[src/rtl/midi_note_parser.sv]
// MIDI byte-stream parser: turns Note On/Off traffic (with running status) into registered note events.
// Define MIDI_CHANNEL_FILTER_EN to accept only notes on channel CHANNEL; otherwise all channels are accepted.
module midi_note_parser #(
   parameter int CHANNEL           = 0,
   parameter int DATA_WIDTH        = 7,
   parameter int STRAY_COUNT_WIDTH = 8
) (
   input  logic                         clock_50_000_000,
   input  logic                         reset_l,
   input  logic [7:0]                   rx_byte,
   input  logic                         rx_valid,
   output logic                         note_status,
   output logic [DATA_WIDTH-1:0]        note_number,
   output logic [DATA_WIDTH-1:0]        note_velocity,
   output logic                         note_ready,
   output logic [STRAY_COUNT_WIDTH-1:0] stray_count
);

   typedef enum logic [1:0] {IDLE, NOTE_D1, NOTE_D2, SKIP} state_t;
   typedef enum logic [2:0] {RS_NONE, RS_OFF, RS_ON, RS_SKIP1, RS_SKIP2} run_t;

   state_t                       state_q, state_d;
   run_t                         run_q, run_d;
   logic [1:0]                   remain_q, remain_d;
   logic [DATA_WIDTH-1:0]        latch_q, latch_d;
   logic                         status_q, status_d;
   logic [DATA_WIDTH-1:0]        number_q, number_d;
   logic [DATA_WIDTH-1:0]        velocity_q, velocity_d;
   logic                         ready_q, ready_d;
   logic [STRAY_COUNT_WIDTH-1:0] stray_q, stray_d;

   logic                  is_realtime;
   logic                  chan_ok;
   logic                  vel_on;
   logic [DATA_WIDTH-1:0] data_val;

`ifdef MIDI_CHANNEL_FILTER_EN
   logic [3:0] chan_q, chan_d;
   assign chan_ok = (chan_q == 4'(CHANNEL));
`else
   assign chan_ok = 1'b1;
`endif

   assign is_realtime = (rx_byte[7:3] == 5'b11111);
   assign data_val    = DATA_WIDTH'(rx_byte[6:0]);
   assign vel_on      = (run_q == RS_ON) && (rx_byte[6:0] != 7'd0);

   always_comb begin
      state_d    = state_q;
      run_d      = run_q;
      remain_d   = remain_q;
      latch_d    = latch_q;
      status_d   = status_q;
      number_d   = number_q;
      velocity_d = velocity_q;
      ready_d    = 1'b0;
      stray_d    = stray_q;
`ifdef MIDI_CHANNEL_FILTER_EN
      chan_d     = chan_q;
`endif
      if (rx_valid && !is_realtime) begin
         if (rx_byte[7]) begin
            // Any status byte aborts whatever message was in progress.
            case (rx_byte[7:4])
               4'h8, 4'h9: begin
                  run_d   = (rx_byte[4]) ? RS_ON : RS_OFF;
                  state_d = NOTE_D1;
`ifdef MIDI_CHANNEL_FILTER_EN
                  chan_d  = rx_byte[3:0];
`endif
               end
               4'hA, 4'hB, 4'hE: begin
                  run_d    = RS_SKIP2;
                  state_d  = SKIP;
                  remain_d = 2'd2;
               end
               4'hC, 4'hD: begin
                  run_d    = RS_SKIP1;
                  state_d  = SKIP;
                  remain_d = 2'd1;
               end
               default: begin
                  run_d   = RS_NONE;
                  state_d = IDLE;
               end
            endcase
         end else begin
            case (state_q)
               IDLE: begin
                  case (run_q)
                     RS_OFF, RS_ON: begin
                        latch_d = data_val;
                        state_d = NOTE_D2;
                     end
                     RS_SKIP2: begin
                        state_d  = SKIP;
                        remain_d = 2'd1;
                     end
                     RS_SKIP1: state_d = IDLE;
                     default: begin
                        if (stray_q != {STRAY_COUNT_WIDTH{1'b1}}) begin
                           stray_d = stray_q + STRAY_COUNT_WIDTH'(1);
                        end
                     end
                  endcase
               end
               NOTE_D1: begin
                  latch_d = data_val;
                  state_d = NOTE_D2;
               end
               NOTE_D2: begin
                  state_d = IDLE;
                  if (chan_ok) begin
                     status_d   = vel_on;
                     number_d   = latch_q;
                     velocity_d = vel_on ? data_val : '0;
                     ready_d    = 1'b1;
                  end
               end
               default: begin
                  remain_d = remain_q - 2'd1;
                  if (remain_q <= 2'd1) begin
                     state_d = IDLE;
                  end
               end
            endcase
         end
      end
   end

   always_ff @(posedge clock_50_000_000) begin
      if (!reset_l) begin
         state_q    <= IDLE;
         run_q      <= RS_NONE;
         remain_q   <= 2'd0;
         latch_q    <= '0;
         status_q   <= 1'b0;
         number_q   <= '0;
         velocity_q <= '0;
         ready_q    <= 1'b0;
         stray_q    <= '0;
`ifdef MIDI_CHANNEL_FILTER_EN
         chan_q     <= 4'd0;
`endif
      end else begin
         state_q    <= state_d;
         run_q      <= run_d;
         remain_q   <= remain_d;
         latch_q    <= latch_d;
         status_q   <= status_d;
         number_q   <= number_d;
         velocity_q <= velocity_d;
         ready_q    <= ready_d;
         stray_q    <= stray_d;
`ifdef MIDI_CHANNEL_FILTER_EN
         chan_q     <= chan_d;
`endif
      end
   end

   assign note_status   = status_q;
   assign note_number   = number_q;
   assign note_velocity = velocity_q;
   assign note_ready    = ready_q;
   assign stray_count   = stray_q;

endmodule

[config.mk]
export PLATFORM = sky130hd
export DESIGN_NAME = midi_note_parser
export DESIGN_NICKNAME = d
export VERILOG_FILES = /design/src/rtl/midi_note_parser.sv
export SDC_FILE = /design/constraint.sdc
export NUM_CORES = 1
export LEC_CHECK = 0
export ABC_AREA = 1
export ABC_CLOCK_PERIOD_IN_PS = 1350
export CAP_MARGIN = 20
export CORE_MARGIN = 2
export CORE_UTILIZATION = 47
export CTS_CLUSTER_DIAMETER = 40
export DETAILED_ROUTE_END_ITERATION = 6
export PLACE_DENSITY = 0.8
export SYNTH_ARGS = -nofsm -noshare
export SYNTH_HDL_FRONTEND = slang
export SYNTH_SLANG_ARGS = --single-unit
[constraint.sdc]
create_clock -name clock_50_000_000 -period 1.35 [get_ports clock_50_000_000]
set_input_delay 0.405 -clock clock_50_000_000 [delete_from_list [all_inputs] [get_ports clock_50_000_000]]
set_output_delay 0.405 -clock clock_50_000_000 [all_outputs]
set_load 0.02 [all_outputs]
==> tab_implementation.tex <==
% Auto-generated results table
\begin{tabular}{lr}
\hline
Metric & Value \\
\hline
\multicolumn{2}{l}{\textbf{Layout}} \\
\quad Post-route cell area & 2980 µm² \\
\quad Most common cell after layout, fill and taps aside & sky130\_fd\_sc\_hd\_\_nand2\_1 \\
\quad Diodes inserted & 0 \\
\quad Fraction of area in multi-input gates & 0.412 \\
\quad Most frequent logic cells in the routed design & sky130\_fd\_sc\_hd\_\_nand2\_1, sky130\_fd\_sc\_hd\_\_nor2\_1, sky130\_fd\_sc\_hd\_\_buf\_4 \\
\quad Count of placed standard cells in the final layout, fillers left out & roughly 420 \\
\quad Largest contributor to cell area by class & logic gates \\
\quad Multi-Input Combinational & roughly 210 \\
\quad Total area of multi-input combinational cells & 1230 µm² \\
\quad NumNets Final & 383 \\
\quad Layout filler cell count & roughly 280 \\
\quad Number of flip-flops in the largest register & 8 \\
\quad Ratio of cells with drive above 1 in the final layout & 0.399 \\
\quad Area of all sequential standard cells & 771 µm² \\
\quad CLK BUF & 6 \\
\quad Area delta synth->final & 56.0\% \\
\quad Layout buffering overhead excluding clock cells & 0.217 \\
\multicolumn{2}{l}{\textbf{Timing}} \\
\quad Headroom to the max-slew limit & 0.805 \\
\quad Period minus WS final & approximately 1400 ps \\
\quad Hold\_ws & 469 ps \\
\quad Setup tns final & -760 ps \\
\quad Final clock period utilization by the worst path & 1.07 \\
\quad Final setup violation count & 16 \\
\quad Unrepaired setup endpoints after global routing & true \\
\quad Worst slew pin tran & 291 ps \\
\quad Setup WS post-layout & -87.9 ps \\
\multicolumn{2}{l}{\textbf{Global route}} \\
\quad Wire length of the first global-routing pass & 7.71 mm \\
\quad GRT met2 Usage & 0.363 \\
\quad Largest net degree at the start of global routing & 21 \\
\quad Number of global-route vias before repair & between 1500 and 2000 \\
\quad Number of antenna violations at the first check in global routing & 0 \\
\quad Total congestion overflow & 0 \\
\multicolumn{2}{l}{\textbf{Outcome}} \\
\quad Run status & finished with violations \\
\quad Violated checks & setup timing \\
\multicolumn{2}{l}{\textbf{Worst setup path}} \\
\quad Crit path from & state\_q[1] \\
\quad Capturing point of the worst reg2reg path & latch\_q[1] \\
\quad Internal reg-to-reg setup slack & -90 ps \\
\quad Number of cell instances on the worst register-to-register path & 10 \\
\quad Capturing instance or port of the critical path & latch\_q[1] \\
\quad Worst Setup Path Type & reg2reg \\
\quad Type of element launching the critical path & register \\
\quad Critical-path maximum fanout & 7 \\
\quad Cell-by-cell trace of the critical path & inv\_4 -> ha\_4 -> buf\_4 -> nand3\_1 -> nand2\_2 -> nor2\_4 -> buf\_12 -> nand2\_2 -> nand2\_1 -> nor2\_1 \\
\quad Slowest cell on the critical path & sky130\_fd\_sc\_hd\_\_dfxtp\_2 \\
\multicolumn{2}{l}{\textbf{Worst hold path}} \\
\quad Worst hold path class & reg2reg \\
\quad Worst Min Path Start & note\_velocity[2] \\
\quad Min-Delay Endpoint & note\_velocity[2] \\
\multicolumn{2}{l}{\textbf{Clocking}} \\
\quad Sink count of the clock tree & 38 \\
\quad Post-cts repair resize count & around 59 \\
\quad Total setup buffers inserted after CTS & 2 \\
\quad Number of buffers on the longest clock path & 2 \\
\quad Clock buffer count from CTS & 5 \\
\quad Reg clk slew, reported paths & approximately 80 ps \\
\quad CTS tree & done \\
\quad Clock tree root driver cell & sky130\_fd\_sc\_hd\_\_clkbuf\_8 \\
\multicolumn{2}{l}{\textbf{Placement}} \\
\quad Worst Setup Slack post-DPL & -475 ps \\
\quad Post-placement cell count & 403 \\
\quad RD Place Congestion & about 0.86 \\
\quad Dpl hpwl & 3.50 mm \\
\quad Cell area after placement & around 2600 µm² \\
\multicolumn{2}{l}{\textbf{Drt}} \\
\quad Met2 wire length & between 2 and 3 mm \\
\quad Detailed Route Iter0 Violations & 159 \\
\quad Detail Route met3 WL & around 230 µm \\
\quad Detailed-router iteration count before antenna repair & 4 \\
\quad Uppermost layer routed & met4 \\
\multicolumn{2}{l}{\textbf{Pwr}} \\
\quad Power per cell area & around 1000 nW/µm² \\
\quad Overall power & slightly above 3000 µW \\
\quad Leakage power & 0.00132 µW \\
\quad Largest vdd supply drop & approximately 0.66 mV \\
\multicolumn{2}{l}{\textbf{Yosys}} \\
\quad Count of different cell masters after synthesis & 23 \\
\quad Synthesized Nets & between 300 and 400 \\
\quad Count of state elements after synthesis & 38 \\
\quad Synth warn & 0 \\
\quad Mean Syn Cell Area & around 6.6 µm² \\
\quad Yosys cell count & about 290 \\
\quad Synthesized area & 1910 µm² \\
\quad Gate count after technology mapping & between 200 and 300 \\
\multicolumn{2}{l}{\textbf{Job}} \\
\quad Maxcap violations & 0 \\
\multicolumn{2}{l}{\textbf{Floorplan}} \\
\quad Number of rows created at floorplan & 23 \\
\quad Vert. Die Dim & 67.7 µm \\
\quad Well-Tap Cells & roughly 50 \\
\quad Die x size & 67.7 µm \\
\hline
\end{tabular}
-- Yosys cell counts --
master                     number  share of area
sky130_fd_sc_hd__nor3_1         3         0.0079
sky130_fd_sc_hd__o21ai_0       14          0.037
sky130_fd_sc_hd__nor2_4         2          0.012
sky130_fd_sc_hd__nor2_2         2         0.0066
sky130_fd_sc_hd__clkbuf_1       3         0.0059
sky130_fd_sc_hd__nand3b_1       2         0.0079
sky130_fd_sc_hd__a21oi_1       19          0.050
sky130_fd_sc_hd__nand3_1       22          0.058
sky130_fd_sc_hd__nand2_1       80           0.16
sky130_fd_sc_hd__nand4_1        7          0.023
sky130_fd_sc_hd__nor2_1        51           0.10
sky130_fd_sc_hd__o211ai_1       1         0.0039
sky130_fd_sc_hd__xnor2_1        2         0.0092
sky130_fd_sc_hd__dfxtp_1       38           0.40
sky130_fd_sc_hd__buf_6          1         0.0059
sky130_fd_sc_hd__nand2_2        2         0.0066
sky130_fd_sc_hd__o21a_1         1         0.0039
sky130_fd_sc_hd__inv_2          4         0.0079
sky130_fd_sc_hd__xor2_1         1         0.0046
sky130_fd_sc_hd__inv_1         27          0.053
sky130_fd_sc_hd__ha_1           5          0.033
sky130_fd_sc_hd__buf_4          1         0.0039
sky130_fd_sc_hd__buf_2          2         0.0052
-- logic make-up after synthesis --
group	count (synthesis)	synth area share
compound gates	35	0.0944
xor+xnor	3	0.0138
fa+ha+maj	5	0.0328
buf+inv	38	0.0819
flops	38	0.398
simple gates	171	0.379
-- where the power goes --
part           switching [µW]  internal [µW]
clock network             404            788
registers                35.2           1170
logic                     384            334
total                     823           2290
-- worst max-delay path, delay by kind of cell, from the launching register on --
kind | cells | cell delay [ps]
flip-flops | 1 | 360
buffers and inverters | 3 | 320
AND/OR/NAND/NOR | 6 | 490
adder cells (fa/ha/maj) | 1 | 170
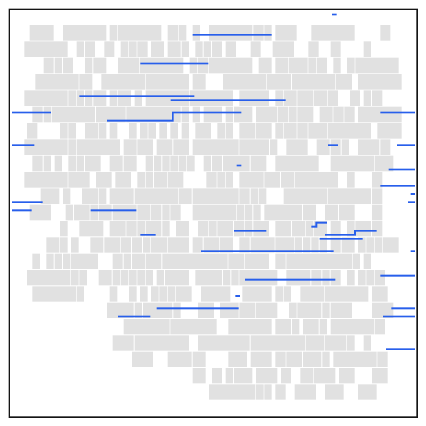
(images/met3.png)
Scale: 6 px per µm.
longest straight run: 21.8 µm
share of all routed wire: 4.2%
nets with wire on the layer: 29
via count: 2094
final wirelength: 5.57 mm
met3 track demand over resource: 0.0517

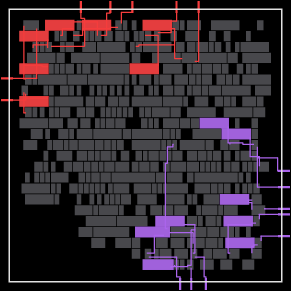
(images/port_nets.png)
Scale: 4 px per µm.
| port | colour | bits | direction | end cells | buffers | wire |
|---|---|---|---|---|---|---|
| `stray_count` | purple | 8 | output | 8 | 8 | 175 µm |
| `note_number` | red | 7 | output | 7 | 7 | 176 µm |
Top Ports: 35
IO Port Bufs: 34

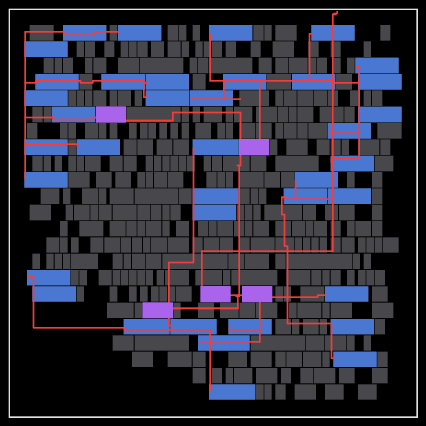
(images/clock_map.png)
Scale: 6 px per µm.
[clock wires] red | length: 495 µm
[flip-flops] blue | count: 38
[cells driving clock nets] purple | count: 5
routed clock nets: 6
flops lie: all over the die
clk latency late pin: 290 ps
maximum clock skew at final layout: 4.74 ps
portion of total power attributed to the clock network: 0.382

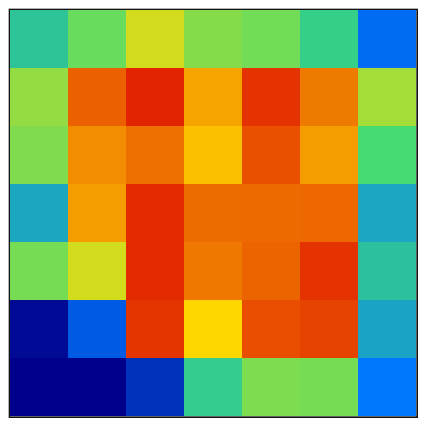
(images/density.png)
Scale: 6 px per µm. 7 x 7 tiles, from dark blue (low) to red (high), 0 to 100% covered.
tiles over 75% full: 47%
mean over tiles: 64%
densest ninth of the die: centre
nearly empty tiles: 4.1%
Initial Util: 0.484
area of the core: 3940 µm²
final standard cell utilization of the core: 0.756

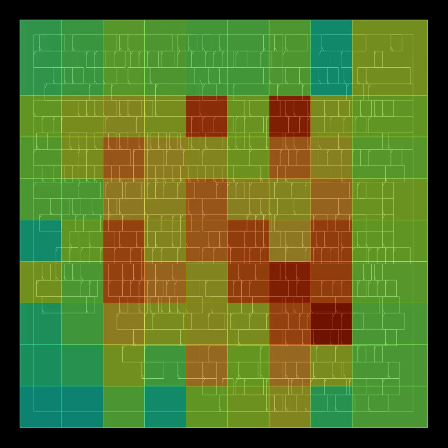
(images/final_congestion.png)
M1 GR Usage: 0.274
overall track demand over capacity in global routing: 0.221

No activity file was given, so power comes from the tool's default toggle rates.
